<file path="src/rtl/aram_arb_pkg.sv">
// Shared types for the audio RAM arbiter: owner tags, lock state and response tags.
package aram_arb_pkg;

  localparam int ARAM_ADDR_W = 16;
  localparam int ARAM_DATA_W = 8;

  typedef enum logic [1:0] {
    OWN_NONE = 2'd0,
    OWN_DSP  = 2'd1,
    OWN_CPU  = 2'd2
  } owner_e;

  typedef enum logic {
    LOCK_FREE = 1'b0,
    LOCK_HELD = 1'b1
  } lock_e;

  typedef struct packed {
    logic   valid;
    owner_e owner;
  } resp_tag_t;

  // Only reads travel down the response pipe; writes complete on ack.
  function automatic resp_tag_t make_tag(input owner_e owner, input logic we);
    resp_tag_t t;
    t.valid = (owner != OWN_NONE) && !we;
    t.owner = owner;
    return t;
  endfunction

endpackage

</file>
<file path="src/rtl/aram_resp_pipe.sv">
// Tag delay line matching the RAM read latency; the tail names who gets the returning byte.
module aram_resp_pipe
  import aram_arb_pkg::*;
#(
  parameter int unsigned DEPTH = 1
) (
  input  logic      clock,
  input  logic      reset,
  input  resp_tag_t i_tag,
  output resp_tag_t o_tag
);

  resp_tag_t r_stage [DEPTH];

  always_ff @(posedge clock) begin
    if (reset) begin
      for (int i = 0; i < DEPTH; i++) r_stage[i] <= '0;
    end else begin
      r_stage[0] <= i_tag;
      for (int i = 1; i < DEPTH; i++) r_stage[i] <= r_stage[i-1];
    end
  end

  assign o_tag = r_stage[DEPTH-1];

endmodule

</file>
<file path="src/rtl/aram_arbiter.sv">
// Single-port ARAM arbiter, DSP > CPU with DSP lock for BRR block fetches.
// Optional CPU anti-starvation counter enabled by defining ARAM_ARB_STARVE_GUARD_EN.
module aram_arbiter
  import aram_arb_pkg::*;
#(
  parameter int unsigned RAM_LATENCY = 1,
  parameter int unsigned MAX_WAIT    = 4
) (
  input  logic                   clock,
  input  logic                   reset,
  input  logic                   dsp_req,
  input  logic [ARAM_ADDR_W-1:0] dsp_addr,
  input  logic [ARAM_DATA_W-1:0] dsp_wdata,
  input  logic                   dsp_we,
  input  logic                   dsp_lock,
  output logic                   dsp_ack,
  output logic                   dsp_rvalid,
  output logic [ARAM_DATA_W-1:0] dsp_rdata,
  input  logic                   cpu_req,
  input  logic [ARAM_ADDR_W-1:0] cpu_addr,
  input  logic [ARAM_DATA_W-1:0] cpu_wdata,
  input  logic                   cpu_we,
  output logic                   cpu_ack,
  output logic                   cpu_rvalid,
  output logic [ARAM_DATA_W-1:0] cpu_rdata,
  output logic [ARAM_ADDR_W-1:0] ram_address,
  output logic [ARAM_DATA_W-1:0] ram_wdata,
  output logic                   ram_write_enable,
  input  logic [ARAM_DATA_W-1:0] ram_rdata,
  output lock_e                  o_dbg_lock_state
);

  if (RAM_LATENCY < 1 || RAM_LATENCY > 4 || MAX_WAIT < 1 || MAX_WAIT > 7) begin : g_bad_param
    $error("aram_arbiter: RAM_LATENCY must be 1..4 and MAX_WAIT 1..7");
  end

  // Handshake: a requester holds req/addr/wdata/we until it sees ack high in the
  // same cycle; ack is combinational and the access is issued on that clock edge.
  // Dropping req before ack is legal and issues nothing.

  lock_e                  r_lock;
  owner_e                 w_owner;
  logic                   w_locked;
  logic                   w_force_cpu;
  logic [ARAM_ADDR_W-1:0] w_addr;
  logic [ARAM_DATA_W-1:0] w_wdata;
  logic                   w_we;
  resp_tag_t              w_tail;

`ifdef ARAM_ARB_STARVE_GUARD_EN
  localparam logic [2:0] WAIT_MAX = 3'(MAX_WAIT);
  logic [2:0] r_wait;

  assign w_force_cpu = cpu_req && (r_wait == WAIT_MAX);

  // Counts consecutive cycles the CPU asked and lost; saturates at the limit.
  always_ff @(posedge clock) begin
    if (reset) begin
      r_wait <= '0;
    end else if (!cpu_req || (w_owner == OWN_CPU)) begin
      r_wait <= '0;
    end else if (r_wait != WAIT_MAX) begin
      r_wait <= r_wait + 3'd1;
    end
  end
`else
  assign w_force_cpu = 1'b0;
`endif

  // The lock only binds while dsp_lock is still high; its release cycle arbitrates normally.
  assign w_locked = (r_lock == LOCK_HELD) && dsp_lock;

  always_comb begin
    w_owner = OWN_NONE;
    if (reset) begin
      w_owner = OWN_NONE;
    end else if (w_force_cpu) begin
      w_owner = OWN_CPU;
    end else if (w_locked) begin
      w_owner = dsp_req ? OWN_DSP : OWN_NONE;
    end else if (dsp_req) begin
      w_owner = OWN_DSP;
    end else if (cpu_req) begin
      w_owner = OWN_CPU;
    end
  end

  assign dsp_ack = (w_owner == OWN_DSP);
  assign cpu_ack = (w_owner == OWN_CPU);

  always_comb begin
    w_addr  = dsp_addr;
    w_wdata = dsp_wdata;
    w_we    = dsp_we;
    if (w_owner == OWN_CPU) begin
      w_addr  = cpu_addr;
      w_wdata = cpu_wdata;
      w_we    = cpu_we;
    end
  end

  always_ff @(posedge clock) begin
    if (reset) begin
      r_lock <= LOCK_FREE;
    end else begin
      case (r_lock)
        LOCK_FREE: if ((w_owner == OWN_DSP) && dsp_lock) r_lock <= LOCK_HELD;
        LOCK_HELD: if (!dsp_lock) r_lock <= LOCK_FREE;
        default:   r_lock <= LOCK_FREE;
      endcase
    end
  end

  assign o_dbg_lock_state = r_lock;

  // With no owner the address and data hold; only the write strobe drops.
  always_ff @(posedge clock) begin
    if (reset) begin
      ram_address      <= '0;
      ram_wdata        <= '0;
      ram_write_enable <= 1'b0;
    end else if (w_owner != OWN_NONE) begin
      ram_address      <= w_addr;
      ram_wdata        <= w_wdata;
      ram_write_enable <= w_we;
    end else begin
      ram_write_enable <= 1'b0;
    end
  end

  aram_resp_pipe #(.DEPTH(RAM_LATENCY)) u_resp_pipe (
    .clock (clock),
    .reset (reset),
    .i_tag (make_tag(w_owner, w_we)),
    .o_tag (w_tail)
  );

  always_ff @(posedge clock) begin
    if (reset) begin
      dsp_rvalid <= 1'b0;
      cpu_rvalid <= 1'b0;
      dsp_rdata  <= '0;
      cpu_rdata  <= '0;
    end else begin
      dsp_rvalid <= w_tail.valid && (w_tail.owner == OWN_DSP);
      cpu_rvalid <= w_tail.valid && (w_tail.owner == OWN_CPU);
      if (w_tail.valid && (w_tail.owner == OWN_DSP)) dsp_rdata <= ram_rdata;
      if (w_tail.valid && (w_tail.owner == OWN_CPU)) cpu_rdata <= ram_rdata;
    end
  end

endmodule

</file>
<file path="config.mk">
export PLATFORM = sky130hd
export DESIGN_NAME = aram_arbiter
export DESIGN_NICKNAME = d
export VERILOG_FILES = /design/src/rtl/aram_arb_pkg.sv /design/src/rtl/aram_resp_pipe.sv /design/src/rtl/aram_arbiter.sv
export SDC_FILE = /design/constraint.sdc
export NUM_CORES = 1
export LEC_CHECK = 0
export ABC_CLOCK_PERIOD_IN_PS = 1300
export CAP_MARGIN = 5
export CORE_ASPECT_RATIO = 0.75
export CORE_MARGIN = 3
export CORE_UTILIZATION = 38
export DETAILED_ROUTE_END_ITERATION = 6
export GPL_ROUTABILITY_DRIVEN = 0
export PLACE_DENSITY = 0.8
export SLEW_MARGIN = 20
export SYNTH_ARGS = -nofsm -noshare
export SYNTH_HDL_FRONTEND = slang
export SYNTH_SLANG_ARGS = --single-unit
</file>
<file path="constraint.sdc">
create_clock -name clock -period 1.3 [get_ports clock]
set_input_delay 0.195 -clock clock [delete_from_list [all_inputs] [get_ports clock]]
set_output_delay 0.195 -clock clock [all_outputs]
set_load 0.03 [all_outputs]
</file>
==> impl_metrics.tcl, run 1 <==
# implementation run metrics
set metrics [dict create \
    fp.dieH_um 67.8 \
    cp.depth 4 \
    r2r_slack_ps -130 \
    hpwl_um 4300 \
    peakVddDrop_v 0.000556 \
    port_buffers 108 \
    rsz0062_at_grt "true" \
    ys_types 21 \
    syn_area_um2 1930 \
    topCombFamilyByArea "AND-OR/OR-AND gates" \
    clk_latency_ps 300 \
    mux_share_pct 8.29 \
    crit_arrival_ps 1310 \
    antenna_found_initial 0 \
    drtPass1Iterations 5 \
    start_kind "flop" \
    crit_chain "a21bo_4 > buf_12 > nor3_4 > buf_6" \
    whs_path_depth 2 \
    timing.hold.ws_ps 244 \
    fmax_mhz 666 \
    antenna_left 0 \
    r2r_end "ram_address[8]" \
    skew_ps 3.91 \
    grt_pass1_vias 1907 \
    fin_util_pct 73.4 \
    worst_pin_slew_ps 431 \
    synth_simple_gate_area_share_pct 11.9 \
    wire_per_inst_um 15.9 \
    nets 390 \
    setup_tns_ps -1110 \
    antenna_cells 0 \
    required_ps 1110 \
    hold_path_end "dsp_rdata[7]" \
    slowest_stage "dfxtp_4" \
    drive_gt1_share_pct 20.4 \
    hold_path.class "primary input to flop" \
    design_area_um2 3430 \
    path_class "flop to output port" \
    power_density_nw_per_um2 1050 \
    post-cts-setup-buffer-count 1 \
    clock_path_buffers 2 \
    mostFrequentLayoutCells "59 x clkdlybuf4s50_1, 46 x dfxtp_1, 41 x dlygate4sd2_1" \
    critPathCapture "cpu_ack" \
    dp_cells 373 \
    synth_area_per_cell_um2 9.16 \
    fa_ha_area_share_pct 0 \
    critPathMaxStageDelay_ps 350 \
    clkSlewWorstSetupHoldPaths_ps 90 \
    crit_start "o_dbg_lock_state" \
    finalCritPeriodShare_pct 116 \
    layout_min_cycle_time_ps 1500 \
    drc_errors 0 \
    power_w 0.00362 \
    vias_per_cell 5.01 \
    die_w_um 88.3 \
    fp_util_pct 41.3 \
    lay_top_count "clkdlybuf4s50_1" \
    end_kind "output port" \
    crit_fanout 14 \
    cts.sinks 47 \
    grt_pass1_wl_um 9250 \
    coreArea_um2 4680 \
    synth_cells 211 \
    regToRegStartpoint "o_dbg_lock_state" \
    h-tree-depth 2 \
    finalSetupViolCount 19 \
    setup_ws_ps -202 \
    critPathTopFamily "flip-flops" \
    grt_usage_pct 20.3 \
    synthXorXnorAreaFrac_pct 0 \
    failed_checks "negative setup slack" \
    area_growth_pct 77.7 \
    synth_nets 274 \
    rows 21 \
    maxCapViolCount 0 \
    worst-path-buf-inv 2 \
    cts_tree "yes" \
    overflow 0 \
    outcome "finished, violations left" \
    yosysCellCount 211 \
    hp-start "reset" \
    fin_cells 385 \
    r2r.worst_path.cells 6 \
    warning_count 29 \
    ys.flops 47 \
    yosys_warnings 0 \
    yosys_area_um2 1930 \
    synth_seq_share_pct 48.7 \
    cts_buffers 5 \
    aoi_share_pct 20.6 \
    die_area_um2 5980 \
    cts_resized 52 \
    ctsRootBufferMaster "clkbuf_8" \
    drv_slew 0 \
    hold_viol 0 \
    grt_max_degree 28 \
    drtIter0Drc 55 \
    place_ws_ps -362 \
    leakagePower_nw 1.64 \
    slew_headroom_pct 71.2 \
    ctsHoldBuffers 0 \
    dpl_cell_area_um2 3120 \
    top_level_ports 109 \
]
==> run 1: synth_stat cells (all sizes together) <==
library cell	instances	area (um^2)
a221oi	24	235
dfxtp	47	941
mux2i	16	160
nor3	2	10.0
nor3b	1	7.51
nand3b	3	22.5
nand2	25	93.8
nand2b	1	6.26
a21bo	1	10.0
nor2b	2	12.5
a21oi	26	134
or3	1	6.26
a21boi	1	18.8
inv	24	90.1
nor2	19	71.3
buf	13	93.8
clkbuf	5	18.8
==> run 1: layout make-up <==
cell class / count / area [um^2]
Timing Repair Buffer: 127 / 1230
Tap cell: 57 / 71.3
Sequential cell: 47 / 945
Clock buffer: 5 / 68.8
Fill cell: 366 / 1240
Multi-Input combinational cell: 122 / 962
Clock inverter: 3 / 67.6
Inverter: 24 / 90.1
==> run 1: worst register-to-register path: stages, from the launching register on <==
cell      delay [ps]
dfxtp_4          350
buf_4            150
a21boi_4         240
buf_6            150
buf_16           120
a21oi_1           70
a221oi_1         260
==> run 1: where the power goes <==
part	leakage, nW	total (W)	switching (W)	internal (W)
clock	0.0644	0.00127	0.000507	0.000766
sequential	0.387	0.00154	0.0000331	0.00151
combinational	1.19	0.000804	0.000412	0.000392
==> run 1: layer usage <==
layer	wire, um	track usage (%)	part of all wire, %	up-vias
met5	0	0	0	-
met4	93	6.60	1.5	0
met3	428	5.00	7.0	10
met2	2970	33.7	49	72
met1	2620	26.0	43	899
li1	-	-	-	948
==> run 1: registers in the layout, summed over array words and instances, names as in the netlist <==
signal / flops
cpu_rdata: 8
cpu_rvalid: 1
dsp_rdata: 8
dsp_rvalid: 1
o_dbg_lock_state: 1
ram_address: 16
ram_wdata: 8
ram_write_enable: 1
u_resp_pipe.r_stage: 3
==> run_1/layer_met1.png <==
The bar under the picture is 20 um long. Supply wires on this layer in gray.
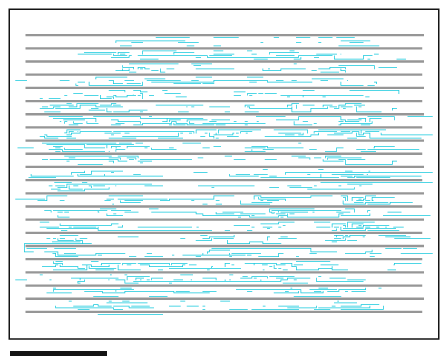
The layer holds 43% of the routed length. The wires run mostly horizontal. The longest straight run is 30.4 um.
GR Layer Usage met1: 26.0%
Post-Route WL: 6110 um

==> run_1/layer_met2.png <==
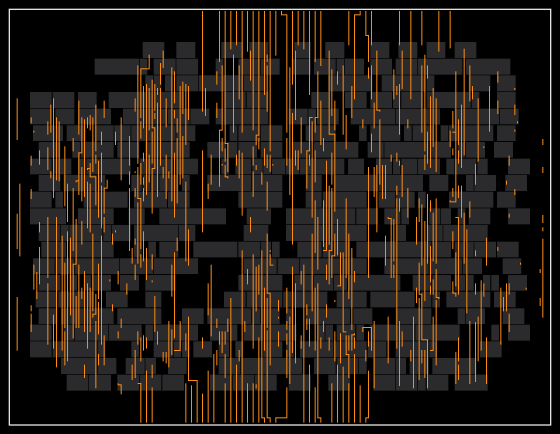
340 nets have wire on it. The layer holds 49% of the routed length. The longest straight run is 28.1 um. The layer carries 2970 um of wire.

==> run_1/layer_met3.png <==
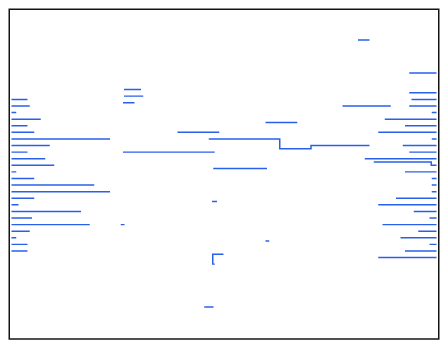
The wires run mostly horizontal. The longest straight run is 20.0 um.
vias: 1929
met3 Track Usage GR: 5.00%

==> run_1/metal_density.png <==
18 x 14 tiles, from dark blue (low) to red (high), scaled to the fullest tile. Values are wire area over tile area, all layers added.
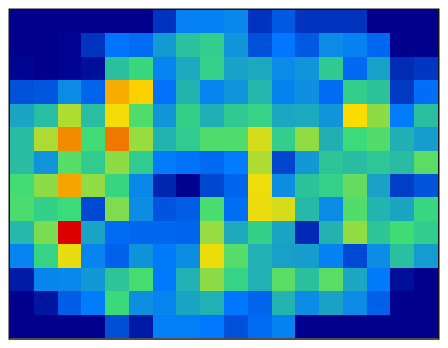

==> inputs of run 2 (changes only) <==
SKIP_CTS_REPAIR_TIMING = 1   (was default)
==> run_2/metal_density.png <==
18 x 14 tiles, from dark blue (low) to red (high), scaled to the fullest tile. Values are wire area over tile area, all layers added.
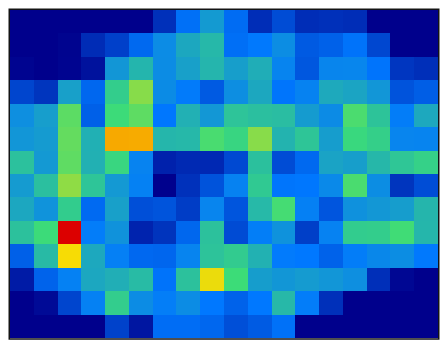
The mean over all tiles is 0.16. 6.7% of the tiles are over half the peak. 14% of the tiles are nearly empty.
vias: 1894
routed length per instance: 15.5 um
Post-Route WL: 5910 um

==> run_2/layer_met2.png <==
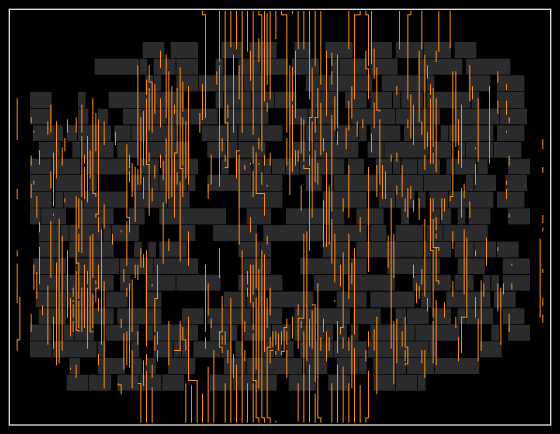
M2 GR Usage: 32.4%

==> run 2 against run 1 <==
  * Design area rose by 0.29%
  * The run still ends with negative setup slack left
  * Critical path depth did not move
  * Count of clock-buffer cells in the layout did not move
  * Non-clock buffer count fell by 3
  * Register-to-register slack improved by 180 ps
  * Die area did not move
  * Via count fell by 1.8%
  * Power fell by 1.2%
  * Wire length fell by 3.2%
  * Sequential cell count did not move
==> impl_metrics.tcl, run 2 <==
# implementation run metrics
set metrics [dict create \
    peakVddDrop_v 0.000624 \
    drc_errors 0 \
    vias_per_cell 4.96 \
    fin_util_pct 73.6 \
    die_area_um2 5980 \
    cts.sinks 47 \
    fmax_mhz 664 \
    slew_headroom_pct 74.1 \
    drive_gt1_share_pct 13.2 \
    r2r_slack_ps 50 \
    grt_pass1_vias 1885 \
    grt_pass1_wl_um 8910 \
    fin_cells 382 \
    skew_ps 7.84 \
    end_kind "output port" \
    ctsRootBufferMaster "clkbuf_8" \
    coreArea_um2 4680 \
    cts_buffers 5 \
    worst_pin_slew_ps 389 \
    finalCritPeriodShare_pct 116 \
    ys_types 21 \
    ys.flops 47 \
    largest_reg_flops 16 \
    hold_path.class "primary input to flop" \
    clock_path_buffers 2 \
    syn_area_um2 1930 \
    top_area_share_pct 48.7 \
    dp_cells 373 \
    h-tree-depth 2 \
    r2r.worst_path.cells 4 \
    yosys_area_um2 1930 \
    area_growth_pct 78.2 \
    design_area_um2 3440 \
    drtIter0Drc 74 \
    place_ws_ps -362 \
    timing.hold.ws_ps 243 \
    antenna_cells 0 \
    die_w_um 88.3 \
    synthArstFlopShare_pct 0 \
    grt_max_degree 28 \
    hold_path_end "dsp_rvalid" \
    crit_fanout 14 \
    hold_viol 0 \
    synth_seq_share_pct 48.7 \
    warning_count 28 \
    failed_checks "negative setup slack" \
    clk_latency_ps 300 \
    yosys_warnings 0 \
    whs_path_depth 2 \
    power_w 0.00358 \
    top_cells_by_area "dfxtp_1 49%, a221oi_1 9.1%, mux2i_1 8.3%" \
    largest-register "ram_address" \
    clkSlewWorstSetupHoldPaths_ps 90 \
    fa_ha_area_share_pct 0 \
    most_common_cell "dfxtp_1" \
    hp-start "reset" \
    fp.dieH_um 67.8 \
    regToRegStartpoint "o_dbg_lock_state" \
    setup_tns_ps -205 \
    setup_ws_ps -205 \
    topCombFamilyByArea "AND-OR/OR-AND gates" \
    drtPass1Iterations 4 \
    r2r_end "ram_address[0]" \
    synth_simple_gate_area_share_pct 11.9 \
    outcome "finished, violations left" \
    synth_nets 274 \
    antenna_found_initial 0 \
    port_buffers 108 \
    top_level_ports 109 \
    fp_util_pct 41.3 \
    nFillCells 349 \
    synth_cells 211 \
    drv_slew 0 \
    finalSetupViolCount 1 \
    grt_usage_pct 19.5 \
    lay_top_count "clkdlybuf4s50_1" \
    synth_top_cell_by_area "dfxtp_1" \
    hpwl_um 4300 \
    nets 387 \
    mux_share_pct 8.29 \
    synthXorXnorAreaFrac_pct 0 \
    edf_count 0 \
    required_ps 1110 \
    synth_area_per_cell_um2 9.16 \
    rows 21 \
    cts_tree "yes" \
    dpl_cell_area_um2 3120 \
    ff_type "dfxtp_1" \
    maxCapViolCount 0 \
    overflow 0 \
    power_density_nw_per_um2 1040 \
]
-- run 2: cell count changes in the layout (fill, tap and decap cells not counted), sizes merged --
cell           before  now
buf                24   19
dlygate4sd2        41    0
clkbuf              5    6
clkdlybuf4s15       3    0
dlymetal6s2s        0   46
clkdlybuf4s50      59   58
-- run 2: cell type report --
| class | count | area, um^2 | share of cell area (%) |
|---|---|---|---|
| Timing Repair Buffer | 124 | 1360 | 39.6 |
| Clock inverter | 3 | 67.6 | 1.96 |
| Tap cell | 57 | 71.3 | 2.07 |
| Multi-Input combinational cell | 122 | 840 | 24.4 |
| Inverter | 24 | 90.1 | 2.62 |
| Clock buffer | 5 | 68.8 | 2.00 |
| Sequential cell | 47 | 942 | 27.4 |
-- run 2: power by group --
part	switching, W	internal (W)	total [W]
clock network	0.000496	0.000766	0.00126
registers	0.0000341	0.00151	0.00154
logic	0.000374	0.000397	0.000771
-- run 2: cell families (layout without fill, tap and decap cells) --
kind of cell,count (synthesis),in the layout
compound gates,52,52
buf+inv,42,156
flops,47,47
mux,16,16
simple gates,54,54
-- run 2: worst max path at each step --
stage / start / endpoint / slack (ps)
after detailed placement: dsp_lock / ram_address[7] / -360
after floorplan: o_dbg_lock_state / cpu_ack / -60
after global placement: cpu_req / cpu_ack / -280
after CTS: cpu_req / cpu_ack / -310
final: o_dbg_lock_state / cpu_ack / -210
after global routing: o_dbg_lock_state / cpu_ack / -270
-- run 2: critical path, cell delays in order, from the launching register on --
cell and delay, ps:
dfxtp_2 360, a21bo_4 230, buf_12 150, nor3_4 110, buf_6 150
-- run 2: layer usage --
layer	global-route usage, %	part of all wire [%]
met1	24.1	44
met2	32.4	47
met3	5.61	6.9
met4	7.36	1.5
met5	0	0
==> run_2/layer_met3.png <==
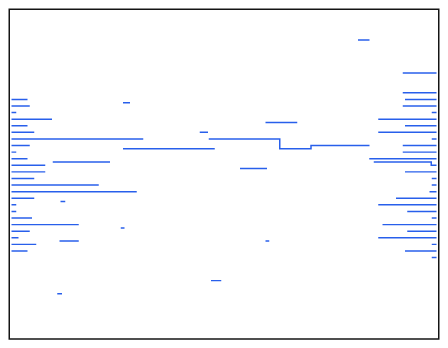

==> inputs of run 3 (changes only) <==
ABC_AREA = 1   (was default)
PLACE_DENSITY = 0.79   (was 0.8)
==> run_3/layer_met3.png <==
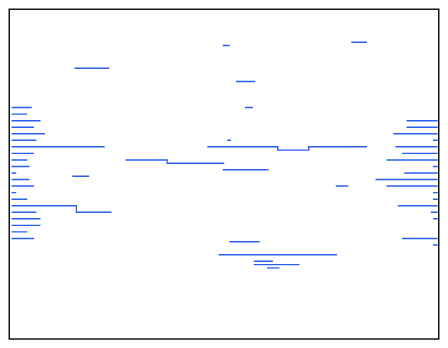
52 nets have wire on it. The layer holds 5.6% of the routed length. The layer carries 345 um of wire. The wires run mostly horizontal.
met3 Track Usage GR: 4.21%
vias: 2068
Post-Route WL: 6150 um

==> run_3/layer_met2.png <==
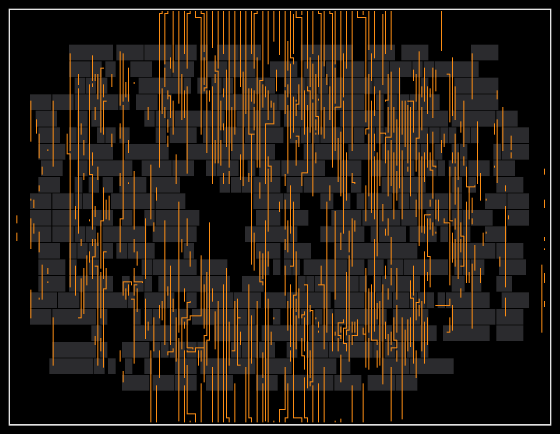
The layer holds 51% of the routed length. The wires run mostly vertical. 338 nets have wire on it.

==> run 3 against run 2 <==
  * The run now ends clean
  * Clock skew decreased by 2.4 ps
  * Power increased by 0.88%
  * Via count increased by 9.2%
  * Maximum frequency increased by 21%
  * Design area decreased by 1.2%
  * Wire length increased by 4.0%
  * Clock power decreased by about 10%
  * Count of clock-buffer cells in the layout increased by 1
  * Critical path type unchanged
  * Largest power group unchanged
==> impl_metrics.tcl, run 3 <==
# implementation run metrics
set metrics [dict create \
    synthArstFlopShare_pct 0 \
    fp.dieH_um 68.2 \
    antenna_cells 0 \
    clock_path_buffers 2 \
    crit_arrival_ps 1050 \
    top_level_ports 109 \
    yosysCellCount 253 \
    leakagePower_nw 2.10 \
    outcome "complete, no violations" \
    rows 21 \
    critPathTopFamily "flip-flops" \
    synth_seq_share_pct 48.0 \
    hold_viol 0 \
    power_w 0.00361 \
    slew_headroom_pct 67.5 \
    mostFrequentLayoutCells "58 x nor2_1, 58 x clkdlybuf4s50_1, 48 x dlymetal6s2s_1" \
    warning_count 26 \
    whs_path_depth 3 \
    hold_path.class "primary input to flop" \
    finalSetupViolCount 0 \
    fmax_mhz 806 \
    layout_min_cycle_time_ps 1240 \
    synth_nets 316 \
    drc_errors 0 \
    area_growth_pct 73.5 \
    cts.sinks 47 \
    ys_types 21 \
    top_area_share_pct 48.0 \
    largest-register "ram_address" \
    ff_type "dfxtp_1" \
    mux_share_pct 0 \
    dpl_cell_area_um2 3140 \
    synth_simple_gate_area_share_pct 27.5 \
    path_class "flop to output port" \
    topCombFamilyByArea "simple AND/OR/NAND/NOR gates" \
    crit_chain "nand2_2 > nand3_4 > inv_2 > buf_6" \
    skew_ps 5.49 \
    fin_util_pct 72.4 \
    fa_ha_area_share_pct 0 \
    power_density_nw_per_um2 1060 \
    worst_pin_slew_ps 486 \
    design_area_um2 3400 \
    ys.flops 47 \
    grt_max_degree 23 \
    drtPass1Iterations 4 \
    grt_pass1_wl_um 9310 \
    cp.depth 4 \
    slowest_stage "dfxtp_2" \
    antenna_left 0 \
    synth_area_per_cell_um2 7.75 \
    grt_pass1_vias 2023 \
    drive_gt1_share_pct 11.5 \
    edf_count 0 \
    coreArea_um2 4700 \
    crit_fanout 4 \
    drtIter0Drc 113 \
    end_kind "output port" \
    yosys_warnings 0 \
    die_area_um2 6070 \
    cts_buffers 5 \
    peakVddDrop_v 0.000669 \
    die_w_um 89.0 \
    timing.hold.ws_ps 204 \
    nets 437 \
    synth_top_cell_by_area "dfxtp_1" \
    antenna_found_initial 0 \
    wire_per_inst_um 14.2 \
    synthXorXnorAreaFrac_pct 0 \
    required_ps 1110 \
    port_buffers 108 \
    cts_tree "yes" \
    ctsRootBufferMaster "clkbuf_8" \
    drv_slew 0 \
    grt_usage_pct 19.7 \
    clkSlewWorstSetupHoldPaths_ps 90 \
    worst-path-buf-inv 2 \
    vias_per_cell 4.79 \
    top_cells_by_area "dfxtp_1 48%, nor2_1 11%, o21ai_0 9.2%" \
    maxCapViolCount 0 \
    netlist_top_cells_count "58 x nor2_1, 47 x dfxtp_1, 36 x o21ai_0, 28 x nand3_1, 21 x o21ai_1" \
    start_kind "flop" \
    critPathMaxStageDelay_ps 340 \
    hpwl_um 4560 \
    rsz0062_at_grt "false" \
    finalCritPeriodShare_pct 95.5 \
    nFillCells 356 \
    h-tree-depth 2 \
    fp_util_pct 41.7 \
    largest_reg_flops 16 \
    clk_latency_ps 280 \
    most_common_cell "nor2_1" \
    aoi_share_pct 14.8 \
    yosys_area_um2 1960 \
    synth_cells 253 \
    syn_area_um2 1960 \
    r2r_slack_ps 140 \
    overflow 0 \
    r2r.worst_path.cells 6 \
]
-- run 3: stage by stage --
step | std cells | TNS, ps | setup WS, ps
CTS | 430 | -9450 | -258
finish | 432 | 0 | 58.8
global route | 432 | 0 | 5.43
global placement | 422 | -6190 | -257
floorplan | 253 | 0 | 2.59
detailed placement | 422 | -7760 | -285
-- run 3: layout make-up --
class                   count  area (um^2)  share of cell area [%]
clock buffers               6         82.6                    2.43
clock inverters             2         35.0                    1.03
inverters                  22         87.6                    2.57
flip-flops and latches     47          942                    27.7
repair buffers            127         1360                    39.8
multi-input cells         171          830                    24.4
well taps                  57         71.3                    2.10
-- run 3: logic make-up (layout without fill, tap and decap cells) --
group                  Yosys count  count (layout)
AOI/OAI and AO/OA               58              58
buffers and inverters           35             157
DFF                             47              47
and+or+nand+nor                113             113
-- run 3: worst reg2reg max path: stages, from the launching register on --
cell and delay [ps]:
dfxtp_2 340, nand2_2 110, nand3_2 160, nand2_8 130
buf_12 130, o21ai_0 90, o21ai_1 140
-- run 3: report_power, final --
group / total [W] / internal [W] / switching (W)
Sequential: 0.00160 / 0.00155 / 0.0000511
Combinational: 0.000925 / 0.000440 / 0.000485
Clock: 0.00108 / 0.000622 / 0.000461
-- run 3: per-layer routing --
layer | vias to the layer above | global-route usage [%] | wire (um)
li1 | 1065 | - | -
met2 | 69 | 32.9 | 3140
met3 | 4 | 4.21 | 345
met1 | 930 | 26.0 | 2630
met5 | - | 0 | 0
met4 | 0 | 5.20 | 41
-- run 3: worst paths after layout --
check | start | to
hold reg to reg | ram_wdata[7] | ram_wdata[7]
setup / recovery | o_dbg_lock_state | cpu_ack
hold / removal | dsp_lock | o_dbg_lock_state
setup reg to reg | o_dbg_lock_state | ram_address[5]

==> layout pictures side by side <==
Routing congestion map.
(a)
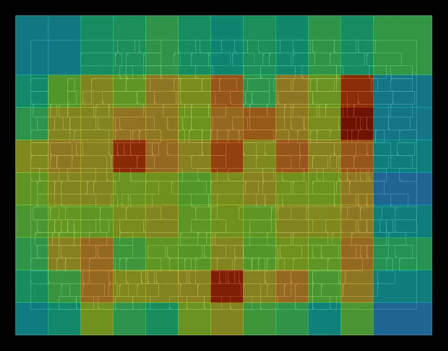
(b)
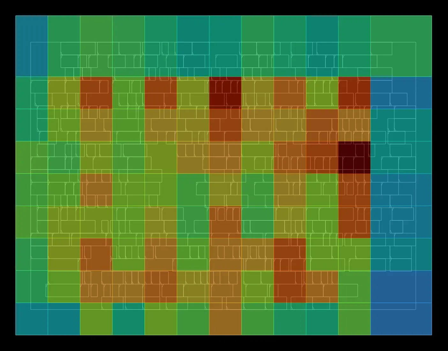
For run 2, see (a).
For run 3, see (b).

Power and IR drop assume default switching activity.
